Clock network drawn from the DEF:
(1 px per um)
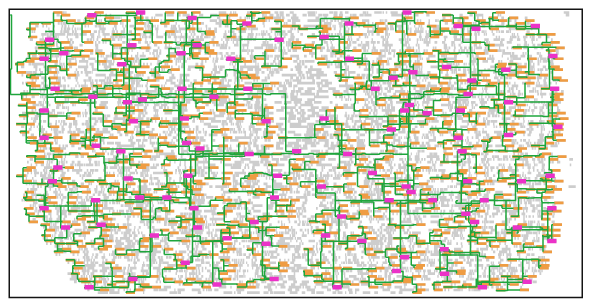
Close-up of the layout:
Region (419, 205) to (439, 225) um. Cells in grey, sequential cells in the stronger grey; small squares are vias.
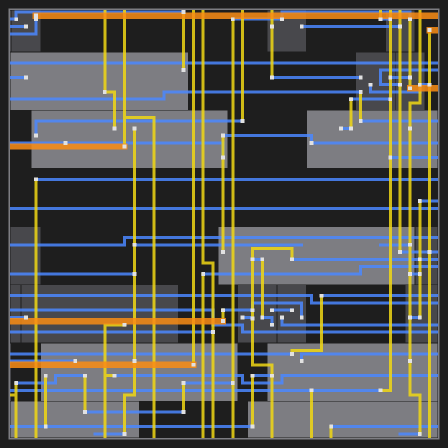
Routing congestion map:
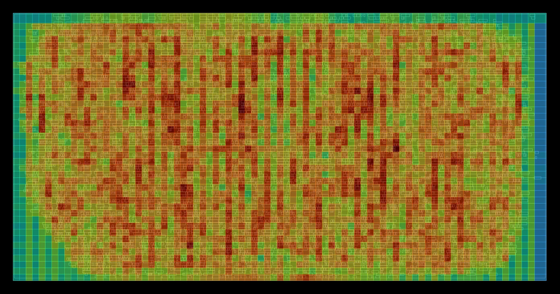
Cells coloured by class:
(1 px per um) Fill, decap, tap and diode cells in grey.
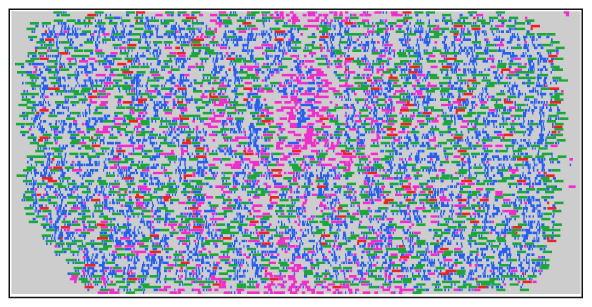
Power grid:
Pins as bars on the die edge.
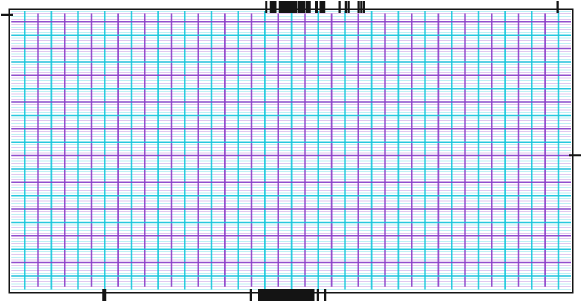
<file path="config.mk">
export PLATFORM = sky130hd
export DESIGN_NAME = register_file
export DESIGN_NICKNAME = d
export VERILOG_FILES = /design/src/rtl/register_file.sv
export SDC_FILE = /design/constraint.sdc
export NUM_CORES = 2
export LEC_CHECK = 0
export ABC_AREA = 1
export CAP_MARGIN = 20
export CORE_ASPECT_RATIO = 0.5
export CORE_UTILIZATION = 35
export DETAILED_ROUTE_END_ITERATION = 8
export PLACE_DENSITY_LB_ADDON = 0.05
export SLEW_MARGIN = 20
export SYNTH_ARGS = -nofsm -noshare
export SYNTH_HDL_FRONTEND = slang
export SYNTH_SLANG_ARGS = --single-unit
</file>
<file path="constraint.sdc">
create_clock -name clock -period 1.9 [get_ports clock]
set_input_delay 0.38 -clock clock [delete_from_list [all_inputs] [get_ports clock]]
set_output_delay 0.38 -clock clock [all_outputs]
set_load 0.02 [all_outputs]
</file>
<file path="src/rtl/register_file.sv">
// RV32I integer register file: 32 x 32-bit registers, two combinational read
// ports and one synchronous write port. x0 reads as zero and ignores writes.
// finish_flag freezes the array at end of program while reads keep working.
module register_file #(
   parameter int DATA_WIDTH = 32,
   parameter int ADDR_WIDTH = 5,
   parameter int NUM_REGS   = 32
) (
   input  logic                  clock,
   input  logic                  reset_n,
   input  logic [ADDR_WIDTH-1:0] Read1,
   input  logic [ADDR_WIDTH-1:0] Read2,
   input  logic [ADDR_WIDTH-1:0] RD,
   input  logic [DATA_WIDTH-1:0] WriteData,
   input  logic                  RegWrite,
   input  logic                  finish_flag,
   output logic [DATA_WIDTH-1:0] Data1,
   output logic [DATA_WIDTH-1:0] Data2
);

   localparam logic [ADDR_WIDTH-1:0] ZERO_ADDR = {ADDR_WIDTH{1'b0}};
   localparam logic [DATA_WIDTH-1:0] ZERO_DATA = {DATA_WIDTH{1'b0}};

   logic [DATA_WIDTH-1:0] regs_q [NUM_REGS];
   logic [DATA_WIDTH-1:0] regs_d [NUM_REGS];
   logic                  wr_en;

   // A write is only allowed when enabled, not frozen, and not aimed at x0.
   always_comb begin
      wr_en = 1'b0;
      if (RegWrite && !finish_flag && (RD != ZERO_ADDR)) begin
         wr_en = 1'b1;
      end else begin
         wr_en = 1'b0;
      end
   end

   // Next-state array: every entry holds except the single addressed one.
   always_comb begin
      regs_d = regs_q;
      if (wr_en) begin
         regs_d[RD] = WriteData;
      end else begin
         regs_d = regs_q;
      end
   end

   // Register array; reset clears everything immediately and wins over a write edge.
   always_ff @(posedge clock or negedge reset_n) begin
      if (!reset_n) begin
         for (int i = 0; i < NUM_REGS; i++) begin
            regs_q[i] <= ZERO_DATA;
         end
      end else begin
         regs_q <= regs_d;
      end
   end

   // Read port 1: no write bypass, x0 forced to zero regardless of array contents.
   always_comb begin
      Data1 = ZERO_DATA;
      if (Read1 == ZERO_ADDR) begin
         Data1 = ZERO_DATA;
      end else begin
         Data1 = regs_q[Read1];
      end
   end

   // Read port 2: identical to port 1 and fully independent of it.
   always_comb begin
      Data2 = ZERO_DATA;
      if (Read2 == ZERO_ADDR) begin
         Data2 = ZERO_DATA;
      end else begin
         Data2 = regs_q[Read2];
      end
   end

endmodule

</file>
==> flow_summary.yaml <==
# generated from flow reports
outcome:
  status: "finished with violations"
  violations: "setup timing"
finish:
  mostFrequentLayoutCell: "nand2_1"
  top_regs: "regs_q: 1024 flops"
  layout-drive-gt1-share_pct: 21.89
  nFillCells: 16170
sta:
  period_minus_slack_ns: 2.579
  finalSetupViolations: 64
  period_used_pct: 135.7
  max_slew_margin_pct: 65.33
  fin_ws_ns: -0.6791
  tightest_slew_ns: 0.5200
  hold_violations: 0
clocking:
  cts_tree: "done"
  cts_root_buf: "clkbuf_16"
  h-tree-depth: 3
worst_setup_path:
  cp.arrival_ns: 2.20
  cpMaxStageDelayCell: "nor2_4"
  critPathBufInv: 7
  setup.worst_path.end_class: "output pin"
  crit_start: "Read1[0]"
  cpLargestDelayFamily: "buffers and inverters"
  critPathLaunchType: "primary input"
place:
  gp_congestion: 0.8707
  place_ws_ns: -0.8114
  place_area_um2: 67900
synth:
  synthArstFlopShare_pct: 100.0
  topCellsByArea: "dfrtp_1, nand2_1, nand3_1"
  synth.avg_cell_area_um2: 6.831
  yosysWarnings: 0
  synth-edff-count: 0
  yosysChipArea_um2: 56760
  fp_nets: 8360
  yosys.area.top_type: "dfrtp_1"
  synthDistinctLibCells: 26
  ys_cells: 8309
  syn-cell-area_um2: 56760
detailed_routing:
  detail_route.iter0.violations: 7115
  detail-route-antenna-nets: 0
  viasPerCell: 5.480
  via_count: 60520
  firstDrtPassIters: 6
floorplanning:
  ios: 115
  fp_util_pct: 35.26
global_routing:
  grt_max_degree: 84
  overflow: 0
  grt_pass1_vias: 55850
  antenna_found_initial: 1
power_and_ir_drop:
  p_total_mw: 65.65
Notes on 'clock network drawn from the DEF' above:
[clock wires] green | length: 16200 um
[flip-flops] orange | count: 1024
[clock drivers] magenta | count: 107
flops lie: spread over the die
routed clock nets: 108
Late-Pin Clk Latency: 0.74 ns
Power Clock: 23.8 mW
Clock power frac: 36.2%
final clock skew: 0 ns

Notes on 'close-up of the layout' above:
| layer | colour |
|---|---|
| metal 2 | yellow |
| metal 3 | orange |
| metal 1 | blue |
cells with their middle in the window: 19
sequential cells in the window: 8
netlist names of flops here include: `regs_q` (8)
most frequent: dfrtp_1 (8), nand2_1 (4), o21ai_0 (4)

Notes on 'routing congestion map' above:
Overall Global Routing Usage: 32.90%
M3 GR Usage: 4.502%
Layout Utilization: 47.95%
GRT busiest layer: met2

Notes on 'cells coloured by class' above:
| class | colour | cells |
|---|---|---|
| sequential cells | green | 1024 |
| clock drivers and dummy loads | red | 202 |
| remaining buffers and delay cells | magenta | 1114 |
| combinational and other logic | blue | 6528 |
final instance area: 77190 um2
FP Rows: 104
flop share of the area: 33.20%
Core ar.: 161000 um2

Notes on 'power grid' above:
| net | colour |
|---|---|
| VSS | cyan |
| VDD | purple |
signal pins: 115
met5 straps: 20
met4 straps: 41
rows: 104
met1 rails: 105
VDD IR max: 0.7075 mV
Die Ht: 286.8 um
Die X: 571.5 um

[timing repair]
| item | CTS | global route |
|---|---|---|
| gates resized | 465 | 510 |
| pin swaps | 288 | 443 |
| gates cloned | 22 | 11 |
| hold buffers | 1 | 0 |
| endpoints found under the hold margin | 371 | 0 |
| setup endpoints to repair | 64 | 64 |
| setup buffers | 74 | 113 |
[path summary, 6_finish.rpt]
check / to / slack, ns / cells past startpoint
worst min register to register: regs_q[1005]$_DFFE_PN0P_ / 0.40 / 0
worst max register to register: regs_q[506]$_DFFE_PN0P_ / 0.98 / 4
worst max-delay path: Data1[31] / -0.68 / 15
max in group asynchronous: regs_q[176]$_DFFE_PN0P_ / 0.85 / 4
worst min-delay path: regs_q[40]$_DFFE_PN0P_ / 0.14 / 2
min in group clock: regs_q[1005]$_DFFE_PN0P_ / 0.40 / 0
[cells by family (layout without fill, tap and decap cells)]
kind of cell | count (synthesis) | count (layout) | synth area share [%]
buf+inv | 842 | 1401 | 6.113
simple gates | 5209 | 5209 | 37.86
flops | 1024 | 1024 | 45.15
compound gates | 1234 | 1234 | 10.88
other cells | 0 | 3 | 0
[power by group]
group | internal (mW) | switching [mW]
clock network | 13.7 | 10.1
registers | 24.5 | 2.24
logic | 6.65 | 8.45
total | 44.9 | 20.8
[layout make-up]
cell class                      instances  area, um2  area share [%]
Clock inverter                         53      747.0          0.9677
Clock buffer                          149       3088           4.000
Inverter                               85      415.4          0.5381
Sequential cell                      1024      25630           33.20
Timing Repair Buffer                 1114      14070           18.22
Antenna cell                            3      7.507        0.009726
Multi-Input combinational cell       6443      30520           39.54
Tap cell                             2173       2719           3.522
[metal layers]
metal  track usage [%]  wire, um  part of all wire [%]
met1             48.81    128800                    47
met2             50.21    120200                    44
met3             4.502     19740                   7.1
met4             8.233      7426                   2.7
met5                 0        12                0.0043
Power figures rest on the tool's default switching activity, not on a simulated workload.
